--- config.mk ---
export PLATFORM = sky130hd
export DESIGN_NAME = oneshot_multi
export DESIGN_NICKNAME = d
export VERILOG_FILES = /design/src/rtl/oneshot_pkg.sv /design/src/rtl/oneshot_channel.sv /design/src/rtl/oneshot_multi.sv
export SDC_FILE = /design/constraint.sdc
export NUM_CORES = 1
export LEC_CHECK = 0
export CORE_MARGIN = 4
export CORE_UTILIZATION = 30
export DETAILED_ROUTE_END_ITERATION = 7
export HOLD_SLACK_MARGIN = 0.06
export PLACE_DENSITY = 0.58
export SLEW_MARGIN = 20
export SYNTH_ARGS = -nofsm -noshare
export SYNTH_HDL_FRONTEND = slang
export SYNTH_SLANG_ARGS = --single-unit
--- constraint.sdc ---
create_clock -name clk -period 5.55 [get_ports clk]
set_input_delay 1.11 -clock clk [delete_from_list [all_inputs] [get_ports clk]]
set_output_delay 1.11 -clock clk [all_outputs]
set_load 0.02 [all_outputs]
--- src/rtl/oneshot_pkg.sv ---
// Shared state encoding and trigger-edge selectors
// for the multi-channel one-shot.
package oneshot_pkg;

  localparam logic [1:0] S_IDLE  = 2'd0;
  localparam logic [1:0] S_PULSE = 2'd1;
  localparam logic [1:0] S_HOLD  = 2'd2;
  localparam logic [1:0] S_LOCK  = 2'd3;

  localparam int EDGE_RISE = 0;
  localparam int EDGE_FALL = 1;
  localparam int EDGE_BOTH = 2;

endpackage

--- src/rtl/oneshot_channel.sv ---
// One channel: input synchroniser, edge detect,
// pulse/hold/lockout FSM and its down-counter.
module oneshot_channel
  import oneshot_pkg::*;
#(
  parameter int LEN_W       = 16,
  parameter int EDGE        = 0,
  parameter int RETRIGGER   = 0,
  parameter int HOLD        = 1,
  parameter int LOCKOUT     = 0,
  parameter int SYNC_STAGES = 2
) (
  input  logic             clk,
  input  logic             rst,
  input  logic             enable,
  input  logic             din,
  input  logic [LEN_W-1:0] pulse_len,
  output logic             dout,
  output logic             fire,
  output logic             busy
);

  localparam logic [LEN_W-1:0] LOCK_M1 =
    (LOCKOUT > 0) ? LEN_W'(LOCKOUT - 1) : '0;
  localparam logic [1:0] END_ST =
    (LOCKOUT > 0) ? S_LOCK : S_IDLE;

  logic [SYNC_STAGES:0] r_sync;
  logic [1:0]           r_state;
  logic [LEN_W-1:0]     r_cnt;
  logic                 r_dout;
  logic                 r_fire;

  logic             w_lvl;
  logic             w_prev;
  logic             w_trig;
  logic             w_act;
  logic [LEN_W-1:0] w_len_m1;

  assign w_lvl  = r_sync[SYNC_STAGES-1];
  assign w_prev = r_sync[SYNC_STAGES];

  always_comb begin
    w_trig = 1'b0;
    unique case (1'b1)
      (EDGE == EDGE_FALL): w_trig = ~w_lvl & w_prev;
      (EDGE == EDGE_BOTH): w_trig = w_lvl ^ w_prev;
      default:             w_trig = w_lvl & ~w_prev;
    endcase
  end

  assign w_act = (EDGE == EDGE_FALL) ? ~w_lvl : w_lvl;

  // zero length is stretched to a single cycle
  assign w_len_m1 = (pulse_len == '0) ? '0
                  : pulse_len - LEN_W'(1);

  always_ff @(posedge clk or posedge rst) begin
    if (rst) begin
      r_sync  <= '0;
      r_state <= S_IDLE;
      r_cnt   <= '0;
      r_dout  <= 1'b0;
      r_fire  <= 1'b0;
    end else begin
      r_sync <= {r_sync[SYNC_STAGES-1:0], din};
      r_fire <= 1'b0;
      if (!enable) begin
        r_state <= S_IDLE;
        r_cnt   <= '0;
        r_dout  <= 1'b0;
      end else begin
        unique case (r_state)
          S_IDLE: begin
            if (w_trig) begin
              r_state <= S_PULSE;
              r_cnt   <= w_len_m1;
              r_dout  <= 1'b1;
              r_fire  <= 1'b1;
            end
          end
          S_PULSE: begin
            if ((RETRIGGER != 0) && w_trig) begin
              r_cnt  <= w_len_m1;
              r_fire <= 1'b1;
            end else if (r_cnt != '0) begin
              r_cnt <= r_cnt - LEN_W'(1);
            end else if ((HOLD != 0) && w_act) begin
              r_state <= S_HOLD;
            end else begin
              r_dout  <= 1'b0;
              r_state <= END_ST;
              r_cnt   <= LOCK_M1;
            end
          end
          S_HOLD: begin
            if (!w_act) begin
              r_dout  <= 1'b0;
              r_state <= END_ST;
              r_cnt   <= LOCK_M1;
            end
          end
          S_LOCK: begin
            if (r_cnt == '0) r_state <= S_IDLE;
            else r_cnt <= r_cnt - LEN_W'(1);
          end
        endcase
      end
    end
  end

  assign dout = r_dout;
  assign fire = r_fire;
  assign busy = (r_state != S_IDLE);

endmodule

--- src/rtl/oneshot_multi.sv ---
// CHANNELS independent one-shots; this level only
// slices pulse_len and replicates the channel.
module oneshot_multi
  import oneshot_pkg::*;
#(
  parameter int CHANNELS    = 4,
  parameter int LEN_W       = 16,
  parameter int EDGE        = EDGE_RISE,
  parameter int RETRIGGER   = 0,
  parameter int HOLD        = 1,
  parameter int LOCKOUT     = 0,
  parameter int SYNC_STAGES = 2
) (
  input  logic                      clk,
  input  logic                      rst,
  input  logic [CHANNELS-1:0]       enable,
  input  logic [CHANNELS-1:0]       din,
  input  logic [CHANNELS*LEN_W-1:0] pulse_len,
  output logic [CHANNELS-1:0]       dout,
  output logic [CHANNELS-1:0]       fire,
  output logic [CHANNELS-1:0]       busy
);

  for (genvar i = 0; i < CHANNELS; i++) begin : g_ch
    oneshot_channel #(
      .LEN_W      (LEN_W),
      .EDGE       (EDGE),
      .RETRIGGER  (RETRIGGER),
      .HOLD       (HOLD),
      .LOCKOUT    (LOCKOUT),
      .SYNC_STAGES(SYNC_STAGES)
    ) u_ch (
      .clk      (clk),
      .rst      (rst),
      .enable   (enable[i]),
      .din      (din[i]),
      .pulse_len(pulse_len[i*LEN_W +: LEN_W]),
      .dout     (dout[i]),
      .fire     (fire[i]),
      .busy     (busy[i])
    );
  end

endmodule

==> run_1/m1.png <==
Scale: 2 px per um. Supply wires on this layer in gray.
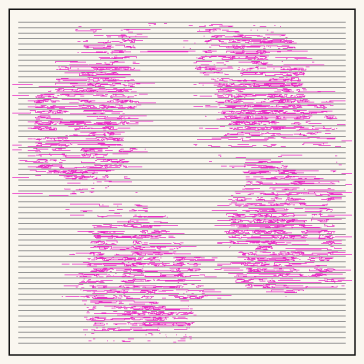
The layer holds 47% of the routed length. The longest straight run is 40.5 um. 1090 nets have wire on it.

==> run_1/gates.png <==
Scale: 3 px per um.
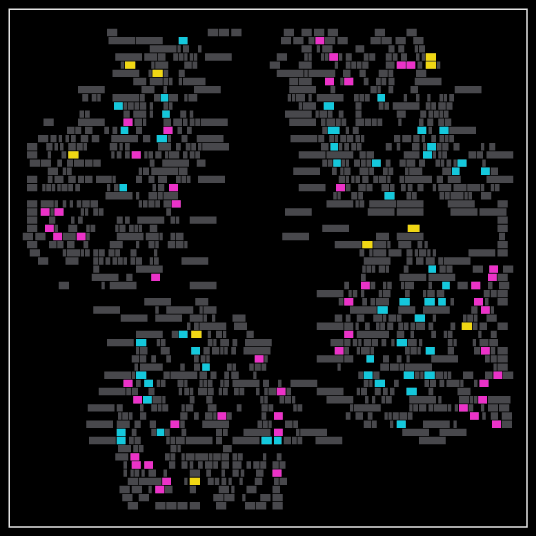
Magenta marks xor and xnor cells, cells 48, most used xor2_1, where widely spread. Yellow marks mux cells, cells 10, most used mux2i_1. Cyan marks non-inverting ao/oa cells, cells 49, most used a21o_1.

==> run_1/layers.png <==
Scale: 2 px per um. Only two layers are drawn.
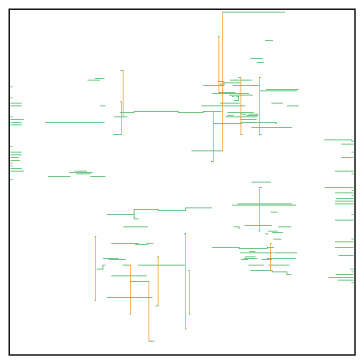
Green marks M3, wire length 1150 um. Orange marks M4, wire length 434 um.

-- run 1: area by class of cell --
cell class,instances,area (um^2),area share (%)
multi-input cells,836,5299,56.25
flip-flops and latches,92,2302,24.44
repair buffers,90,888.4,9.430
well taps,335,419.2,4.449
clock buffers,12,246.5,2.617
inverters,57,216.5,2.298
clock inverters,4,48.80,0.5180
-- run 1: final timing paths --
check | from | to | slack [ns] | depth (start not counted)
setup / recovery | enable[3] | g_ch[3].u_ch.r_cnt[4]$_DFFE_PP0P_ | 2.18 | 7
hold / removal | g_ch[3].u_ch.r_sync[0]$_DFF_PP0_ | g_ch[3].u_ch.r_sync[1]$_DFF_PP0_ | 0.34 | 0
setup reg to reg | g_ch[3].u_ch.r_cnt[0]$_DFFE_PP0P_ | g_ch[3].u_ch.r_cnt[4]$_DFFE_PP0P_ | 2.69 | 8
hold reg to reg | g_ch[3].u_ch.r_sync[0]$_DFF_PP0_ | g_ch[3].u_ch.r_sync[1]$_DFF_PP0_ | 0.34 | 0
max in group asynchronous | rst | g_ch[0].u_ch.r_cnt[0]$_DFFE_PP0P_ | 3.32 | 3
min in group asynchronous | rst | g_ch[2].u_ch.fire$_DFF_PP0_ | 1.24 | 2
-- run 1: routing by layer --
| layer | vias to the layer above | track usage (%) | share of wire [%] | routed length [um] |
|---|---|---|---|---|
| met5 | - | 0 | 0 | 0 |
| met4 | 0 | 4.956 | 1.9 | 434 |
| met3 | 31 | 2.515 | 5.0 | 1151 |
| met2 | 228 | 24.67 | 46 | 10650 |
| met1 | 3760 | 21.40 | 47 | 10700 |
| li1 | 3964 | - | - | - |
-- run 1: state kept, by name, summed over array words and instances (netlist names) --
name               cells
g_ch.u_ch.r_sync      12
g_ch.u_ch.r_state      8
g_ch.u_ch.fire         4
g_ch.u_ch.r_cnt       64
g_ch.u_ch.dout         4
-- run 1: cell usage after synthesis, types with 23 or more instances --
cell | number | area share, %
a21oi_1 | 70 | 4.3
a31oi_1 | 30 | 2.3
clkbuf_1 | 24 | 1.1
dfrtp_1 | 92 | 29
ha_1 | 32 | 5.0
inv_1 | 55 | 2.6
nand2_1 | 112 | 5.2
nand3_1 | 43 | 2.7
nor2_1 | 75 | 3.5
nor3_1 | 41 | 2.5
o21ai_0 | 80 | 5.0
xnor2_1 | 23 | 2.5
xor2_1 | 25 | 2.7
-- run 1: where the power goes --
| group | switching (mW) | internal [mW] | leakage [nW] |
|---|---|---|---|
| Clock | 0.270 | 0.362 | 0.147 |
| Sequential | 0.286 | 0.885 | 1.19 |
| Combinational | 1.44 | 0.896 | 2.36 |
-- run 1: logic make-up after synthesis --
group,Yosys count,share of synthesized area (%)
compound gates,333,27.05
xor+xnor,48,5.206
mux,10,1.255
fa+ha+maj,32,4.958
buf+inv,108,5.872
flops,92,28.51
simple gates,413,27.15
==> results.cfg, run 1 <==
; implementation run metrics
[synth]
yosysUniqueCellTypes = 87
syn_inst = 1036
syn_area_um2 = 8075
ys_warn_count = 0
ys.flop_type = dfrtp_1
avgSynthCellArea_um2 = 7.795
yosys_area_um2 = 8075
synth_flops = 92
synth-edff-count = 0

[final_layout]
fin_nets = 1192
area_growth_pct = 16.66
lay_top_count = nand2_1
stdcell_area_um2 = 9420
lay_top_cells = nand2_1 (112), dfrtp_1 (92), clkdlybuf4s50_1 (85)
n_antenna_cell = 0
finalNonFillerCells = 1426
utilization_pct = 35.85
drive_gt1_share_pct = 5.133

[sta]
hold_viol_final = 0
min_period_ns = 3.369
slew_headroom_pct = 41.14
final.setup.worst_slack_ns = 2.181
fmax_ghz = 0.2968
rsz0062_at_grt = no
final.setup.tns_ns = 0
worstMarginPinSlew_ns = 0.8788
finalClockPeriodUsage_pct = 60.70
fin_worst_skew_ns = 0.01037
slew_violations = 0
timing.hold.ws_ns = 0.3443

[pwr]
power_density_nw_per_um2 = 439.9
ir_worst_vdd_mv = 0.1400
total_power_mw = 4.144

[clock_network]
postCtsSetupRepairBufs = 0
cts_made_buffers = 9
cts_tree = done
post_cts_resized = 0
root_buffer = clkbuf_16
htree_levels = 3
cts.sinks = 92
clockBufferDepth = 2
clock_latency_ns = 0.35

[place]
place_inst = 1410
hpwl_um = 16990
dp_slack_ns = 1.900
port_buffers = 85
gp_congestion = 0.9045

[routing]
wl_per_cell_um = 16.08
drc = 0
via_per_inst = 5.598
firstDrtPassIters = 5
wl_um = 22930
postRouteAntennaNets = 0

[floorplanning]
core_util_floorplan_pct = 30.73
fp.dieH_um = 172.1
die_w_um = 172.1
die_area_um2 = 29610
ios = 86
fp.coreArea_um2 = 26280
num_rows = 59

[critical_path]
worst-setup-path-type = input port to flop
crit_arrival_ns = 3.60
crit_path_max_incr_delay_ns = 0.68
cp.required_ns = 5.78
crit_top_cell = nand2_1
critical_path.cell_chain = clkdlybuf4s50_1 > nand2_1 > nor2b_1 > a31oi_1 > nand2_1 > o221a_2 > a311o_1
critical_path.top_delay_family = AND-OR/OR-AND gates
crit_buf_inv = 1
crit_slowest_cell = clkdlybuf4s50_1

[flow_run]
warning_count = 46

[global_route]
grt_usage_pct = 15.44
grt_max_degree = 57
grt.overflow.total = 0
antenna_found_initial = 0

[status]
status = finished clean

[hold_path]
hp-class = flop to flop
==> run 1 -> run 2 <==
- clock period: 5.55 -> 3.2 ns (I/O delays scaled with it)
==> run_2/congestion_map.png <==
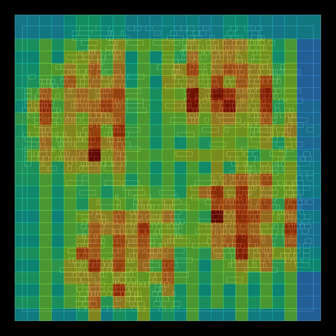
utilization after layout: 36.89%
total track usage: 15.82%

==> run 2 against run 1 <==
Cell count grew 2.2%. First-iteration DRC count grew 12%. Register-to-register slack lost 2.1 ns. Sequential power grew 74%. Power grew 79%. Clock skew shrank 0.0015 ns. Area after synthesis is the same. Worst setup slack lost 1.6 ns. Critical path type unchanged. Largest cell class unchanged.
==> results.cfg, run 2 <==
; implementation run metrics
[critical_path]
critical_path.top_delay_family = AND-OR/OR-AND gates
crit_path_max_incr_delay_ns = 0.48
crit_arrival_ns = 2.88
critical_path.cell_chain = clkdlybuf4s50_1 > inv_1 > ha_1 > nor4b_1 > nand3_1 > o31ai_2 > a21oi_1 > a21o_1 > a32o_1
rr_worst_depth = 9
cp.required_ns = 3.44
crit_slowest_cell = clkdlybuf4s50_1
reg2reg_slack_ns = 0.58
r2r_end = g_ch[1].u_ch.r_cnt[5]$_DFFE_PP0P_
path_max_fanout = 5
worst-setup-path-type = input port to flop
crit_buf_inv = 2
crit_cells = 9
r2r-start = g_ch[1].u_ch.r_cnt[0]$_DFFE_PP0P_

[sta]
final.setup.worst_slack_ns = 0.5626
finalClockPeriodUsage_pct = 82.42
final.setup.tns_ns = 0
slew_violations = 0
min_period_ns = 2.637
timing.hold.ws_ns = 0.3494
worstMarginPinSlew_ns = 0.7491
fmax_ghz = 0.3792
fin_worst_skew_ns = 0.008857
hold_viol_final = 0
rsz0062_at_grt = no
slew_headroom_pct = 49.60

[routing]
via_per_inst = 5.671
firstDrtPassIters = 5
vias = 8268
postRouteAntennaNets = 0
wl_um = 23570
drt-initial-drc-count = 616
wl_per_cell_um = 16.16
drc = 0

[place]
place_inst = 1442
dp_slack_ns = 0.1988
hpwl_um = 17510
port_buffers = 85
gp_congestion = 0.9191

[final_layout]
finalNonFillerCells = 1458
seqCellArea_um2 = 2302
drive_gt1_share_pct = 7.925
n_antenna_cell = 0
stdcell_area_um2 = 9696
max_flop_register = g_ch.u_ch.r_cnt
largest_reg_flops = 64
logic_area_um2 = 5299
lay_top_count = nand2_1
fillers = 2766
area_growth_pct = 20.07
fin_nets = 1224
top_regs = g_ch.u_ch.r_cnt: 64 flops, g_ch.u_ch.r_sync: 12 flops, g_ch.u_ch.r_state: 8 flops
lay_top_cells = nand2_1 (112), dfrtp_1 (92), clkdlybuf4s50_1 (85)

[clock_network]
clockBufferDepth = 2
clock_latency_ns = 0.35
cts.sinks = 92
cts_made_buffers = 9
postCtsSetupRepairBufs = 0
root_buffer = clkbuf_16
cts_tree = done
post_cts_resized = 0
htree_levels = 3

[synth]
synth_flops = 92
yosysUniqueCellTypes = 87
top_cells_by_area = dfrtp_1 (29%), nand2_1 (5.2%), ha_1 (5.0%)
syn_area_um2 = 8075
fp_nets = 1142
postSynthSeqShare_pct = 28.51
synth-edff-count = 0
yosys_area_um2 = 8075
syn_inst = 1036
ys_warn_count = 0
common_cells = nand2_1 (112), dfrtp_1 (92), o21ai_0 (80), nor2_1 (75), a21oi_1 (70)
top_cell = nand2_1
ys.flop_type = dfrtp_1
top_area_share_pct = 28.51
avgSynthCellArea_um2 = 7.795
ys_cells = 1036
yosysTopAreaCell = dfrtp_1

[global_route]
grt.overflow.total = 0
grt_max_degree = 93
antenna_found_initial = 0
grt_pass1_wl_um = 39030
grt_pass1_vias = 7814

[flow_run]
maxCapViolCount = 0
warning_count = 46

[pwr]
ir_worst_vdd_mv = 0.2777
power_density_nw_per_um2 = 765.1

[floorplanning]
ios = 86
die_area_um2 = 29610
fp.coreArea_um2 = 26280
fp.dieH_um = 172.1
die_w_um = 172.1
num_rows = 59
core_util_floorplan_pct = 30.73

[hold_path]
hold_end = g_ch[3].u_ch.r_sync[1]$_DFF_PP0_
min_from = g_ch[3].u_ch.r_sync[0]$_DFF_PP0_
hp-class = flop to flop
hold_path_depth = 0

[status]
status = finished clean
run 2: netlist changes by cell type in the layout (fill, tap and decap cells not counted), sizes merged:
cell / delta
buf: +32
clkbuf: -2
clkinvlp: +2
bufinv: +1
clkinv: -1
run 2: worst register-to-register path, stage by stage (launching register included):
cell	delay [ns]
dfrtp_1	0.39
inv_1	0.08
ha_1	0.28
nor4b_1	0.44
nand4_2	0.36
a21oi_2	0.36
buf_4	0.22
o21ai_0	0.10
a31oi_1	0.19
o22ai_1	0.09
run 2: final cells by class:
class	count	share of cell area (%)
multi-input cells	836	54.65
flip-flops and latches	92	23.75
repair buffers	122	11.77
well taps	335	4.323
clock buffers	10	2.362
inverters	57	2.233
clock inverters	6	0.9162
run 2: how the worst max path moves through the flow:
stage	end	slack, ns	start
floorplan	g_ch[0].u_ch.dout$_DFFE_PP0P_	0.17	rst
global placement	g_ch[0].u_ch.r_cnt[12]$_DFFE_PP0P_	0.29	pulse_len[0]
detailed placement	g_ch[0].u_ch.r_cnt[12]$_DFFE_PP0P_	0.20	pulse_len[0]
CTS	g_ch[0].u_ch.r_cnt[12]$_DFFE_PP0P_	0.57	pulse_len[0]
global route	g_ch[1].u_ch.r_cnt[5]$_DFFE_PP0P_	0.35	g_ch[1].u_ch.r_cnt[0]$_DFFE_PP0P_
finish	g_ch[0].u_ch.r_cnt[12]$_DFFE_PP0P_	0.56	pulse_len[0]
run 2: where the power goes:
group          internal (mW)  switching, mW
Sequential              1.54          0.499
Clock                  0.686          0.496
Combinational           1.66           2.54
run 2: per-stage QoR:
step | total power [mW] | util, %
2_1_floorplan | 5.018 | -
5_1_grt | 8.061 | 36.89
3_3_place_gp | 6.139 | 35.68
4_1_cts | 7.405 | 36.89
6_report | 7.418 | 36.89
3_5_place_dp | 6.173 | 35.68
run 2: kinds of logic after synthesis:
family / after synthesis / synth area share [%]
adder cells (fa/ha/maj): 32 / 4.958
flip-flops: 92 / 28.51
multiplexers: 10 / 1.255
buffers and inverters: 108 / 5.872
XOR/XNOR: 48 / 5.206
AND/OR/NAND/NOR: 413 / 27.15
AND-OR/OR-AND: 333 / 27.05
run 2: metal layers:
layer / track usage (%) / up-vias / wire length, um
met5: 0 / - / 0
met1: 22.16 / 3945 / 10990
met3: 1.760 / 33 / 1317
met4: 4.956 / 0 / 441
li1: - / 4021 / -
met2: 25.64 / 269 / 10810
Power is estimated from default activity; no workload was simulated.
